## src/rtl/control_seq.sv

```systemverilog
// control_seq: multi-cycle control sequencer for an RV32I subset.
// One instruction at a time walks IDLE -> EXEC -> (MEM -> WB) -> IDLE.
// Illegal encodings and memory timeouts park the sequencer in TRAP until trap_clr.
// Optional build macro CONTROL_SEQ_JUMP_EN: when defined, JAL and JALR (funct3 000) are legal.
// When it is undefined, both jump opcodes decode as illegal.
module control_seq #(
  parameter int MEM_TIMEOUT = 8,
  parameter int TIMEOUT_W   = 4
) (
  input  logic        clk,
  input  logic        rst,
  input  logic        ins_valid,
  output logic        ins_ready,
  input  logic [31:0] instr,
  input  logic        dmem_ack,
  input  logic        trap_clr,
  output logic        alu_imm,
  output logic [2:0]  alu_op,
  output logic        alu_alt,
  output logic        reg_wen,
  output logic [1:0]  pc_imm,
  output logic        pc_wen,
  output logic        dmem_read,
  output logic        dmem_write,
  output logic        dmem_reg,
  output logic        op_illegal,
  output logic        trap,
  output logic [1:0]  trap_cause,
  output logic        busy
);

  localparam logic [4:0] OPC_LOAD   = 5'b00000;
  localparam logic [4:0] OPC_OP_IMM = 5'b00100;
  localparam logic [4:0] OPC_STORE  = 5'b01000;
  localparam logic [4:0] OPC_OP     = 5'b01100;
  localparam logic [4:0] OPC_BRANCH = 5'b11000;
`ifdef CONTROL_SEQ_JUMP_EN
  localparam logic [4:0] OPC_JALR   = 5'b11001;
  localparam logic [4:0] OPC_JAL    = 5'b11011;
`endif

  localparam logic [2:0] ALU_ADD  = 3'b000;
  localparam logic [2:0] ALU_SLT  = 3'b010;
  localparam logic [2:0] ALU_SLTU = 3'b011;

  localparam logic [1:0] CAUSE_NONE    = 2'b00;
  localparam logic [1:0] CAUSE_ILLEGAL = 2'b01;
  localparam logic [1:0] CAUSE_TIMEOUT = 2'b10;

  typedef enum logic [2:0] {
    IDLE,
    EXEC,
    MEM,
    WB,
    TRAP
  } state_t;

  state_t               state;
  logic [31:0]          ir;
  logic [TIMEOUT_W-1:0] mem_cnt;
  logic [TIMEOUT_W-1:0] cnt_inc;
  logic                 pc_wen_q;

  // The decoder looks at the incoming word only while it is being accepted;
  // in every later state it sees the latched ir, so instr is free to move.
  logic [31:0] dec_word;
  logic [4:0]  dec_opc;
  logic [2:0]  dec_f3;
  logic        dec_alu_imm;
  logic [2:0]  dec_alu_op;
  logic        dec_alu_alt;
  logic        dec_reg_wen;
  logic [1:0]  dec_pc_imm;
  logic        dec_pc_wen;
  logic        dec_read;
  logic        dec_write;
  logic        dec_illegal;

  // Register numbers and immediates are handled by the datapath, not here.
  logic unused_fields;

  assign dec_word      = (state == IDLE) ? instr : ir;
  assign dec_opc       = dec_word[6:2];
  assign dec_f3        = dec_word[14:12];
  assign unused_fields = ^{dec_word[31], dec_word[29:15], dec_word[11:7]};
  assign cnt_inc       = mem_cnt + TIMEOUT_W'(1);

  // Instruction decode: EXEC-cycle control values for the word in dec_word.
  always_comb begin
    dec_alu_imm = 1'b0;
    dec_alu_op  = ALU_ADD;
    dec_alu_alt = 1'b0;
    dec_reg_wen = 1'b0;
    dec_pc_imm  = 2'b00;
    dec_pc_wen  = 1'b0;
    dec_read    = 1'b0;
    dec_write   = 1'b0;
    dec_illegal = 1'b0;
    if (dec_word[1:0] != 2'b11) begin
      dec_illegal = 1'b1;
    end else begin
      case (dec_opc)
        OPC_OP_IMM, OPC_OP: begin
          dec_alu_imm = (dec_opc == OPC_OP_IMM);
          dec_alu_op  = dec_f3;
          dec_alu_alt = dec_word[30];
          dec_reg_wen = 1'b1;
          dec_pc_wen  = 1'b1;
        end
        OPC_BRANCH: begin
          dec_pc_wen = 1'b1;
          case (dec_f3)
            3'b000: begin dec_alu_op = ALU_ADD;  dec_alu_alt = 1'b1; dec_pc_imm = 2'b11; end
            3'b001: begin dec_alu_op = ALU_ADD;  dec_alu_alt = 1'b1; dec_pc_imm = 2'b01; end
            3'b100: begin dec_alu_op = ALU_SLT;  dec_pc_imm = 2'b01; end
            3'b101: begin dec_alu_op = ALU_SLT;  dec_pc_imm = 2'b11; end
            3'b110: begin dec_alu_op = ALU_SLTU; dec_pc_imm = 2'b01; end
            3'b111: begin dec_alu_op = ALU_SLTU; dec_pc_imm = 2'b11; end
            default: begin
              dec_pc_wen  = 1'b0;
              dec_illegal = 1'b1;
            end
          endcase
        end
        OPC_LOAD: begin
          dec_alu_imm = 1'b1;
          dec_read    = 1'b1;
        end
        OPC_STORE: begin
          dec_alu_imm = 1'b1;
          dec_write   = 1'b1;
        end
`ifdef CONTROL_SEQ_JUMP_EN
        OPC_JAL: begin
          dec_reg_wen = 1'b1;
          dec_pc_wen  = 1'b1;
          dec_pc_imm  = 2'b10;
        end
        OPC_JALR: begin
          if (dec_f3 == 3'b000) begin
            dec_alu_imm = 1'b1;
            dec_reg_wen = 1'b1;
            dec_pc_wen  = 1'b1;
            dec_pc_imm  = 2'b10;
          end else begin
            dec_illegal = 1'b1;
          end
        end
`endif
        default: dec_illegal = 1'b1;
      endcase
    end
  end

  // Sequencer FSM; control outputs are registered one cycle ahead of the state they belong to.
  always_ff @(posedge clk) begin
    if (rst) begin
      state      <= IDLE;
      ir         <= '0;
      mem_cnt    <= '0;
      trap_cause <= CAUSE_NONE;
      alu_imm    <= 1'b0;
      alu_op     <= ALU_ADD;
      alu_alt    <= 1'b0;
      reg_wen    <= 1'b0;
      pc_imm     <= 2'b00;
      pc_wen_q   <= 1'b0;
      dmem_read  <= 1'b0;
      dmem_write <= 1'b0;
      dmem_reg   <= 1'b0;
      op_illegal <= 1'b0;
    end else begin
      alu_imm    <= 1'b0;
      alu_op     <= ALU_ADD;
      alu_alt    <= 1'b0;
      reg_wen    <= 1'b0;
      pc_imm     <= 2'b00;
      pc_wen_q   <= 1'b0;
      dmem_read  <= 1'b0;
      dmem_write <= 1'b0;
      dmem_reg   <= 1'b0;
      op_illegal <= 1'b0;
      case (state)
        IDLE: begin
          if (ins_valid) begin
            ir         <= instr;
            state      <= EXEC;
            alu_imm    <= dec_alu_imm;
            alu_op     <= dec_alu_op;
            alu_alt    <= dec_alu_alt;
            reg_wen    <= dec_reg_wen;
            pc_imm     <= dec_pc_imm;
            pc_wen_q   <= dec_pc_wen;
            dmem_read  <= dec_read;
            dmem_write <= dec_write;
            op_illegal <= dec_illegal;
          end
        end
        EXEC: begin
          if (dec_illegal) begin
            state      <= TRAP;
            trap_cause <= CAUSE_ILLEGAL;
          end else if (dec_read || dec_write) begin
            state      <= MEM;
            mem_cnt    <= '0;
            alu_imm    <= alu_imm;
            alu_op     <= alu_op;
            alu_alt    <= alu_alt;
            dmem_read  <= dmem_read;
            dmem_write <= dmem_write;
          end else begin
            state <= IDLE;
          end
        end
        MEM: begin
          if (dmem_ack) begin
            if (dmem_read) begin
              state    <= WB;
              reg_wen  <= 1'b1;
              dmem_reg <= 1'b1;
              pc_wen_q <= 1'b1;
            end else begin
              state <= IDLE;
            end
          end else if (cnt_inc == TIMEOUT_W'(MEM_TIMEOUT)) begin
            state      <= TRAP;
            trap_cause <= CAUSE_TIMEOUT;
            mem_cnt    <= cnt_inc;
          end else begin
            mem_cnt    <= cnt_inc;
            alu_imm    <= alu_imm;
            alu_op     <= alu_op;
            alu_alt    <= alu_alt;
            dmem_read  <= dmem_read;
            dmem_write <= dmem_write;
          end
        end
        WB: begin
          state <= IDLE;
        end
        TRAP: begin
          if (trap_clr) begin
            state      <= IDLE;
            trap_cause <= CAUSE_NONE;
          end
        end
        default: state <= IDLE;
      endcase
    end
  end

  // A store retires in the very cycle its ack arrives, so that pc_wen pulse
  // has to follow dmem_ack directly rather than wait for a register.
  assign pc_wen    = pc_wen_q | ((state == MEM) & dmem_write & dmem_ack);
  assign ins_ready = (state == IDLE);
  assign trap      = (state == TRAP);
  assign busy      = (state != IDLE);

endmodule

```

## config.mk

```make
export PLATFORM = sky130hd
export DESIGN_NAME = control_seq
export DESIGN_NICKNAME = d
export VERILOG_FILES = /design/src/rtl/control_seq.sv
export SDC_FILE = /design/constraint.sdc
export NUM_CORES = 1
export LEC_CHECK = 0
export ABC_AREA = 1
export CORE_UTILIZATION = 25
export DETAILED_ROUTE_END_ITERATION = 8
export GPL_ROUTABILITY_DRIVEN = 0
export PLACE_DENSITY = 0.54
export RECOVER_POWER = 50
export SLEW_MARGIN = 10
export SYNTH_ARGS = -nofsm -noshare
export SYNTH_HDL_FRONTEND = slang
export SYNTH_SLANG_ARGS = --single-unit
```

## constraint.sdc

```tcl
create_clock -name clk -period 2.2 [get_ports clk]
set_input_delay 0.44 -clock clk [delete_from_list [all_inputs] [get_ports clk]]
set_output_delay 0.44 -clock clk [all_outputs]
set_load 0.02 [all_outputs]
```

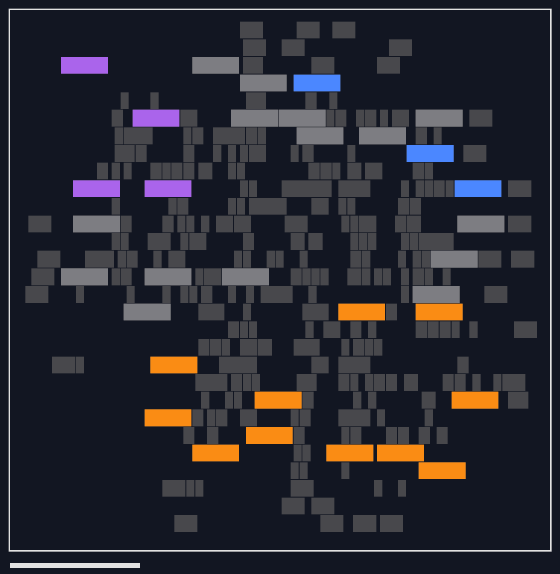
(run_1/ff_map.png)
The bar under the picture is 20 um long. Other sequential cells in the stronger grey, the rest of the logic in the fainter grey.
[blue] alu_op | flops: 3
[orange] ir | flops: 11
[purple] mem_cnt | flops: 4 | where: top left
not coloured: 15
flip-flop and latch share of the layout cell area: 29.7%
share of the core filled with cells: 34.9%
sequential-cell power consumption: 0.651 mW

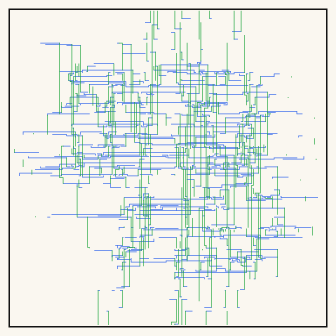
(run_1/layers.png)
Only two layers are drawn.
[blue] M1 | wire length: 1,960 um
[green] M2 | wire length: 1,820 um
total routing resource utilization after global routing: 12.4%
via count: 1,612
detail-routed net length per standard cell: 11.3 um

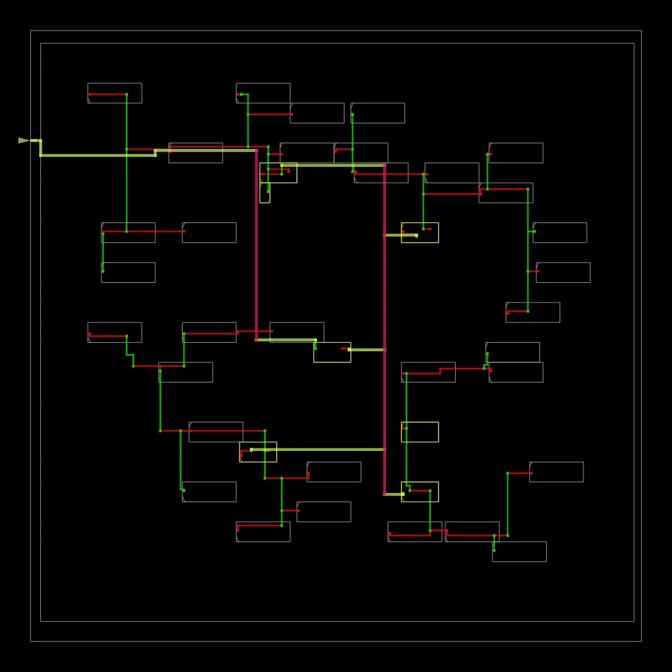
(run_1/clock_nets.png)
Latency at later pin: 0.29 ns
Fin Clk Skew: 0.00576 ns
cts bufs inserted: 5
Clock group: 0.463 mW

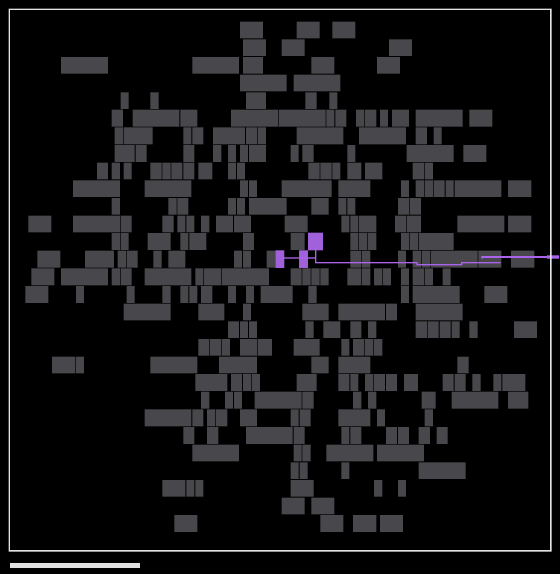
(run_1/port_trees.png)
The bar under the picture is 20 um long.
[purple] ins_valid | bits: 1 | direction: input | end cells: 3 | buffers: 1 | wire: 46.8 um

==> run 1: synth_stat cells <==
master	instances	area (um^2)
inv_1	37	139
o21ai_4	1	16.3
nand2_1	46	173
o21ai_1	4	20.0
a2111oi_2	1	15.0
nor4_1	1	6.26
nand4_4	1	21.3
nand3_1	20	100
nor2_1	27	101
nand4_1	3	18.8
dfxtp_1	33	661
nand2_4	1	11.3
nand2_2	4	25.0
o21a_1	1	7.51
a31o_2	1	8.76
o211ai_1	3	22.5
nor2_4	2	22.5
o22ai_1	1	6.26
a21oi_4	1	16.3
xnor2_1	1	8.76
ha_1	1	12.5
nor3_1	1	5.00
buf_6	1	11.3
o21ai_0	14	70.1
a21oi_1	20	100
nand3_2	2	20.0
nand3b_1	1	7.51
o21ai_2	1	8.76
inv_2	2	7.51
clkbuf_1	3	11.3
==> run 1: routing by layer <==
layer	vias to the layer above	part of all wire [%]
met3	7	5.4
met5	-	0
met1	708	48
li1	856	-
met4	0	1.7
met2	41	45
==> run 1: stage by stage <==
| step | std cells | utilization [%] |
|---|---|---|
| 6_report | 360 | 34.9 |
| 3_5_place_dp | 351 | 33.4 |
| 5_1_grt | 360 | 34.9 |
| 2_1_floorplan | 235 | - |
| 3_3_place_gp | 351 | 33.4 |
| 4_1_cts | 360 | 35.0 |
==> run 1: final cells by class <==
type / instances / share of cell area [%]
clock buffer: 7 / 3.88
sequential: 33 / 29.7
tap: 77 / 4.33
multi-input combinational: 159 / 37.0
inverter: 39 / 6.57
timing repair buffer: 45 / 18.5
==> run 1: cell families (layout without fill, tap and decap cells) <==
logic type      after synthesis  after routing  synth area share, %
compound gates               48             48                 17.6
fa+ha+maj                     1              1                0.756
buf+inv                      43             91                 10.2
xor+xnor                      1              1                0.530
flops                        33             33                 39.9
simple gates                109            109                 30.9
==> impl_metrics.csv, run 1 <==
group,metric,value,unit
run_status,outcome,"finished, final reports clean",
final_timing,final.min_clock_period,1.94,ns
yosys,synth.avg_cell_area,7.04,um^2
setup_path,cp_data_arrival_time,1.50,ns
drt,routed_wirelength,4.08,mm
drt,routed_via_density,4.48,
final_timing,number_of_pins_exceeding_their_max_slew_limit_in_the_final_report,0,
place,port_buffers,33,
power,p_leak,0.998,nW
power,worst_ir_drop_vdd,271,uV
power,total_power,1.53,mW
setup_path,cp_slowest_cell,"dfxtp_1",
cts,ctsHoldBuffers,0,
drt,dr.first_iter.drc_count,84,
cells_and_area,most-common-layout-cells,"46 x nand2_1, 37 x inv_1, 33 x dfxtp_1",
floorplanning,chipWidth,83.3,um
drt,drt-pass1-iter-count,4,
cts,ctsRootBufferMaster,"clkbuf_8",
global_routing,groute.layer.met1.usage,15.6,%
cts,cts_clk_pin_slew_worst_paths,0.07,ns
power,comb-power,0.419,mW
global_routing,grt_overflow_total,0,
place,place.detailed.hpwl,3.10,mm
place,detailedPlace.worstSlack,0.0708,ns
global_routing,grt_pass1_vias,1495,
power,power.combinational.fraction,27.3,%
cts,post_cts_resize_count,2,
final_timing,whs,0.459,ns
cells_and_area,largest_register_ffs,11,
setup_path,setup.reg_to_reg.worst_slack,0.34,ns
final_timing,rsz_0062_raised_after_global_routing,"false",
floorplanning,placeableCoreArea,6390,um^2
yosys,post_synth_instance_area,1650,um^2
min_path,min_path_type,"reg -> reg",
drt,drt.antenna.violating_nets,0,
setup_path,crit_path_cell_trace,"nor2_4 > buf_4 > nand2_4 > buf_4 > dlygate4sd2_1",
cells_and_area,layout_top_cell_excl_fill_tap,"nand2_1",
setup_path,max_stage_delay_on_crit_path,0.39,ns
setup_path,cp_num_buf_inv,3,
setup_path,critical_path_cell_count,5,
yosys,ys.flops,33,
setup_path,crit_top_cell,"buf_4",
run,drv_cap,0,
setup_path,critPathRequiredTime,1.76,ns
final_timing,max_slew.worst_pin.slew,0.394,ns
power,swShare,32.4,%
power,power.largest_group,"sequential cells",
final_timing,finalCritPeriodShare,88.1,%
final_timing,report.final.hold_viol_count,0,
cts,clock_tree.buffer_depth,2,
place,placed_area,2130,um^2
cts,tritoncts_num_sinks,33,
cts,postCtsSetupRepairBufs,2,
cells_and_area,fill_cells,704,
cells_and_area,final_nets,321,
min_path,hold_path.startpoint,"alu_op[1]$_SDFFE_PP0P_",
power,power.switching,0.497,mW
setup_path,worst_r2r_endpoint,"alu_op[0]$_SDFFE_PP0P_",
setup_path,cp-endpoint,"busy",
setup_path,r2r_start,"state[2]$_SDFFE_PP0P_",
cells_and_area,reg.largest.list,"ir x11, mem_cnt x4",
setup_path,cpLargestDelayFamily,"buffers and inverters",
floorplanning,ioPinCount,55,
cells_and_area,final-comb-area,825,um^2
cells_and_area,n_antenna_cell,0,
final_timing,setup_total_negative_slack,0,ns
final_timing,clock.fmax,516,MHz
floorplanning,die-height,83.3,um
yosys,synth_warnings,0,
global_routing,globalRouteMet3Util,3.78,%
yosys,yosysChipArea,1650,um^2
yosys,synth.lib_cells_used.distinct,30,
drt,post-route-drc-count,0,
min_path,worst_hold_path.num_cells,2,
yosys,yosys-stat-cells,235,
setup_path,critical_path.startpoint_type,"flop",
floorplanning,chip_area,6950,um^2
power,power_density,688,nW/um^2
setup_path,criticalPathCategory,"reg -> out",
setup_path,crit_start,"state[2]$_SDFFE_PP0P_",
cells_and_area,area_delta_synth_final,34.6,%
power,sequentialPowerShare,42.4,%
final_timing,slew_headroom,73.8,%
cells_and_area,fraction_of_final_layout_cells_with_drive_strength_greater_than_1,11.7,%
setup_path,endpoint_kind,"output pin",
floorplanning,fp_util,25.9,%
yosys,seq_area_frac_synth,39.9,%
cts,cts_tree,"built",
final_timing,setup_viol_count_final,0,
global_routing,maximum_number_of_pins_on_one_net_before_global_route_repair,15,
min_path,min_delay_worst_endpoint,"alu_op[1]$_SDFFE_PP0P_",
power,clock_power_share,30.2,%
final_timing,post-route-worst-setup-slack,0.263,ns
global_routing,global_route.usage.met2,19.8,%
run,warnings,47,
cells_and_area,final_cell_area_excluding_filler_cells,2230,um^2
floorplanning,row_cnt,29,
setup_path,worstPathMaxFanout,10,
global_routing,antenna_found_initial,0,
global_routing,global_route_wire_length_before_repair,6.87,mm
yosys,synthCells,235,
setup_path,reg2reg_depth,12,
cts,h-tree-depth,2,
power,internal_power,1.04,mW
yosys,postSynthNetCount,273,
global_routing,grt-busiest-layer,"met2",
cells_and_area,reg_area,661,um^2
cells_and_area,largest_register_by_flop_count,"ir",
==> run_1/closeup.png <==
Region (1, 43) to (41, 83) um. Cells in grey, sequential cells in the stronger grey; small squares are vias.
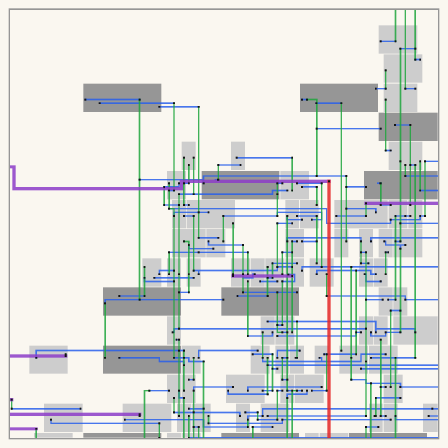

==> inputs of run 2 (changes only) <==
--- a/config.mk
+++ b/config.mk
@@ -11,6 +11,7 @@
 export GPL_ROUTABILITY_DRIVEN = 0
 export PLACE_DENSITY = 0.54
 export RECOVER_POWER = 50
+export SETUP_SLACK_MARGIN = 0.1
 export SLEW_MARGIN = 10
 export SYNTH_ARGS = -nofsm -noshare
 export SYNTH_HDL_FRONTEND = slang
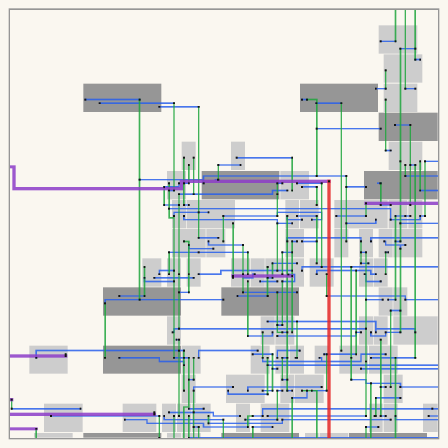
(run_2/closeup.png)
Region (1, 43) to (41, 83) um. Cells in grey, sequential cells in the stronger grey; small squares are vias.
[purple] M3
[red] M4
[green] M2
[blue] M1
netlist names of flops here include: mem_cnt (4)
cells with their middle in the window: 71
most frequent: inv_1 (11), nand2_1 (10)
sequential cells in the window: 8

==> run 2 against run 1 <==
Against the previous run:
- sequential power about the same
- wire length shrank 0.17%
- design area down 0.17%
- synthesized cell count unchanged
- largest power group unchanged
- critical path type unchanged
- largest cell class unchanged
==> impl_metrics.csv, run 2 <==
group,metric,value,unit
place,detailedPlace.worstSlack,0.0708,ns
global_routing,global_route_wire_length_before_repair,6.87,mm
cts,cts_tree,"built",
final_timing,max_slew.worst_pin.slew,0.394,ns
yosys,synthCells,235,
yosys,synth.comb.largest_family,"simple AND/OR/NAND/NOR gates",
drt,routed-via-count,1602,
yosys,yosys-stat-cells,235,
cts,latency_at_later_pin,0.29,ns
setup_path,endpoint_kind,"output pin",
yosys,synth-main-ff-cell,"dfxtp_1",
floorplanning,chip_area,6950,um^2
floorplanning,placeableCoreArea,6390,um^2
setup_path,criticalPathCategory,"reg -> out",
setup_path,critical_path.startpoint_type,"flop",
drt,routed_via_density,4.45,
drt,post-route-drc-count,0,
cells_and_area,final_cell_area_excluding_filler_cells,2220,um^2
final_timing,slew_headroom,73.8,%
yosys,enable_flop_cells,0,
cts,cts_buffers,5,
final_timing,number_of_pins_exceeding_their_max_slew_limit_in_the_final_report,0,
run_status,outcome,"finished, final reports clean",
final_timing,final.min_clock_period,1.94,ns
setup_path,max_stage_delay_on_crit_path,0.39,ns
cts,ctsRootBufferMaster,"clkbuf_8",
drt,drt-pass1-iter-count,4,
setup_path,critPathRequiredTime,1.76,ns
final_timing,post-route-worst-setup-slack,0.263,ns
yosys,synth.top_cell.area_share,39.9,%
yosys,synth_warnings,0,
place,placed_cells_incl_taps,351,
setup_path,crit_path_cell_trace,"nor2_4 > buf_4 > nand2_4 > buf_4 > dlygate4sd2_1",
run,warnings,47,
cts,ctsHoldBuffers,0,
cells_and_area,final_core_utilization,34.8,%
global_routing,global_route.usage.total,12.4,%
floorplanning,row_cnt,29,
yosys,yosysChipArea,1650,um^2
min_path,hold_path.startpoint,"alu_op[1]$_SDFFE_PP0P_",
cts,tritoncts_num_sinks,33,
setup_path,crit_start,"state[2]$_SDFFE_PP0P_",
global_routing,maximum_number_of_pins_on_one_net_before_global_route_repair,15,
power,p_leak,0.992,nW
floorplanning,chipWidth,83.3,um
cells_and_area,n_antenna_cell,0,
cells_and_area,area_delta_synth_final,34.4,%
cells_and_area,largest_register_ffs,11,
final_timing,setup_total_negative_slack,0,ns
yosys,synth.lib_cells_used.distinct,30,
setup_path,cp_data_arrival_time,1.50,ns
yosys,ys.flops,33,
place,place.detailed.hpwl,3.10,mm
drt,dr.first_iter.drc_count,81,
setup_path,cp_slowest_cell,"dfxtp_1",
floorplanning,ioPinCount,55,
final_timing,report.final.hold_viol_count,0,
cells_and_area,final_nets,321,
setup_path,crit_top_cell,"buf_4",
cells_and_area,layout_top_cell_excl_fill_tap,"nand2_1",
setup_path,cp_num_buf_inv,3,
yosys,synth.avg_cell_area,7.04,um^2
final_timing,clock.fmax,516,MHz
yosys,synth-compound-area-share,17.6,%
cts,clock_tree.buffer_depth,2,
global_routing,antenna_found_initial,0,
yosys,top_count_cell_post_synth,"nand2_1",
floorplanning,die-height,83.3,um
drt,drt.antenna.violating_nets,0,
cts,cts_clk_pin_slew_worst_paths,0.07,ns
setup_path,r2r_start,"state[2]$_SDFFE_PP0P_",
yosys,largest_area_cell,"dfxtp_1",
place,port_buffers,33,
run,drv_cap,0,
yosys,postSynthNetCount,273,
yosys,synth.cellmix.xorXnorShare,0.530,%
yosys,netlist_top_cells_area,"dfxtp_1 40%, nand2_1 10%, inv_1 8.4%",
yosys,ys_top_cells_by_count,"46 x nand2_1, 37 x inv_1, 33 x dfxtp_1",
drt,routed_wirelength,4.07,mm
drt,routedWlPerCell,11.3,um
min_path,min_path_type,"reg -> reg",
yosys,simple_gate_area_share,30.9,%
floorplanning,fp_util,25.9,%
global_routing,grt_overflow_total,0,
global_routing,grt_pass1_vias,1495,
yosys,share_of_synthesized_registers_carrying_an_async_set_or_reset,0,%
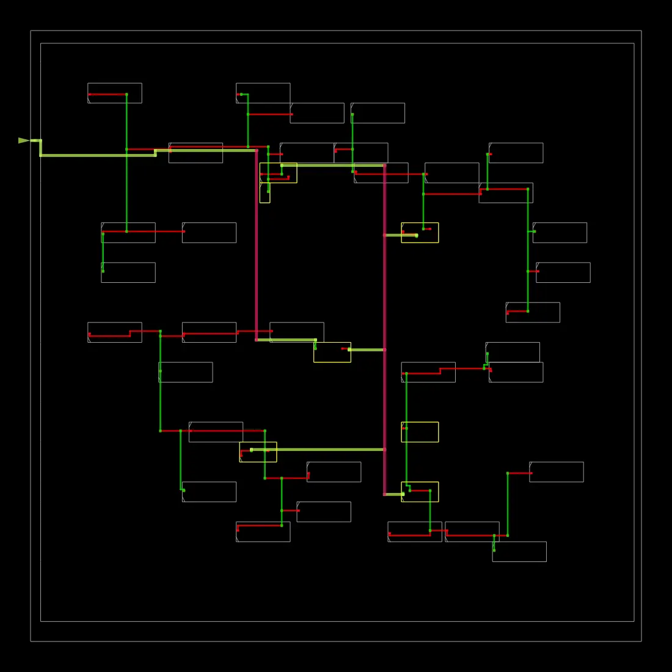
(run_2/clock_nets.png)
count of flip-flops and latches: 33
number of clock buffers in the layout: 7

## run 2: cell counts after synthesis
Identical to the previous run, type by type.
## run 2: final timing paths
| check | endpoint | slack [ns] | cells after the start |
|---|---|---|---|
| worst max-delay path | busy | 0.26 | 5 |
| worst min-delay path | alu_op[1]$_SDFFE_PP0P_ | 0.46 | 2 |
| worst max register to register | trap_cause[0]$_SDFFE_PP0P_ | 0.34 | 13 |
| worst min register to register | alu_op[1]$_SDFFE_PP0P_ | 0.46 | 2 |
## run 2: area by class of cell
class | count | area (um^2)
Clock buffer | 7 | 86.3
Fill cell | 706 | 4160
Inverter | 39 | 146
Multi-Input combinational cell | 159 | 825
Sequential cell | 33 | 661
Tap cell | 77 | 96.3
Timing Repair Buffer | 45 | 409
## run 2: what timing repair did
| item | CTS | global route |
|---|---|---|
| pin swaps | 1 | 0 |
| resized | 3 | 2 |
| buffers inserted | 2 | 0 |
| endpoints found under the setup margin | 3 | 1 |
## run 2: power breakdown
part	total (mW)	switching (mW)	leakage (nW)	internal [mW]
logic	0.418	0.264	0.679	0.154
registers	0.651	0.0185	0.269	0.632
clock network	0.463	0.215	0.0443	0.248
## run 2: stage by stage
stage          power (mW)  hold slack, ns
2_1_floorplan       0.937           0.441
3_3_place_gp         1.08           0.446
3_5_place_dp         1.08           0.454
4_1_cts              1.56           0.464
5_1_grt              1.63           0.483
6_report             1.53           0.459
## run 2: metal layers
layer  GRT usage, %  wire length (um)  vias to the layer above
li1               -                 -                      857
met1           15.6              1970                      699
met2           19.8              1810                       39
met3           3.78               218                        7
met4           5.17                70                        0
met5              0                 0                        -
Power is estimated from default activity; no workload was simulated.
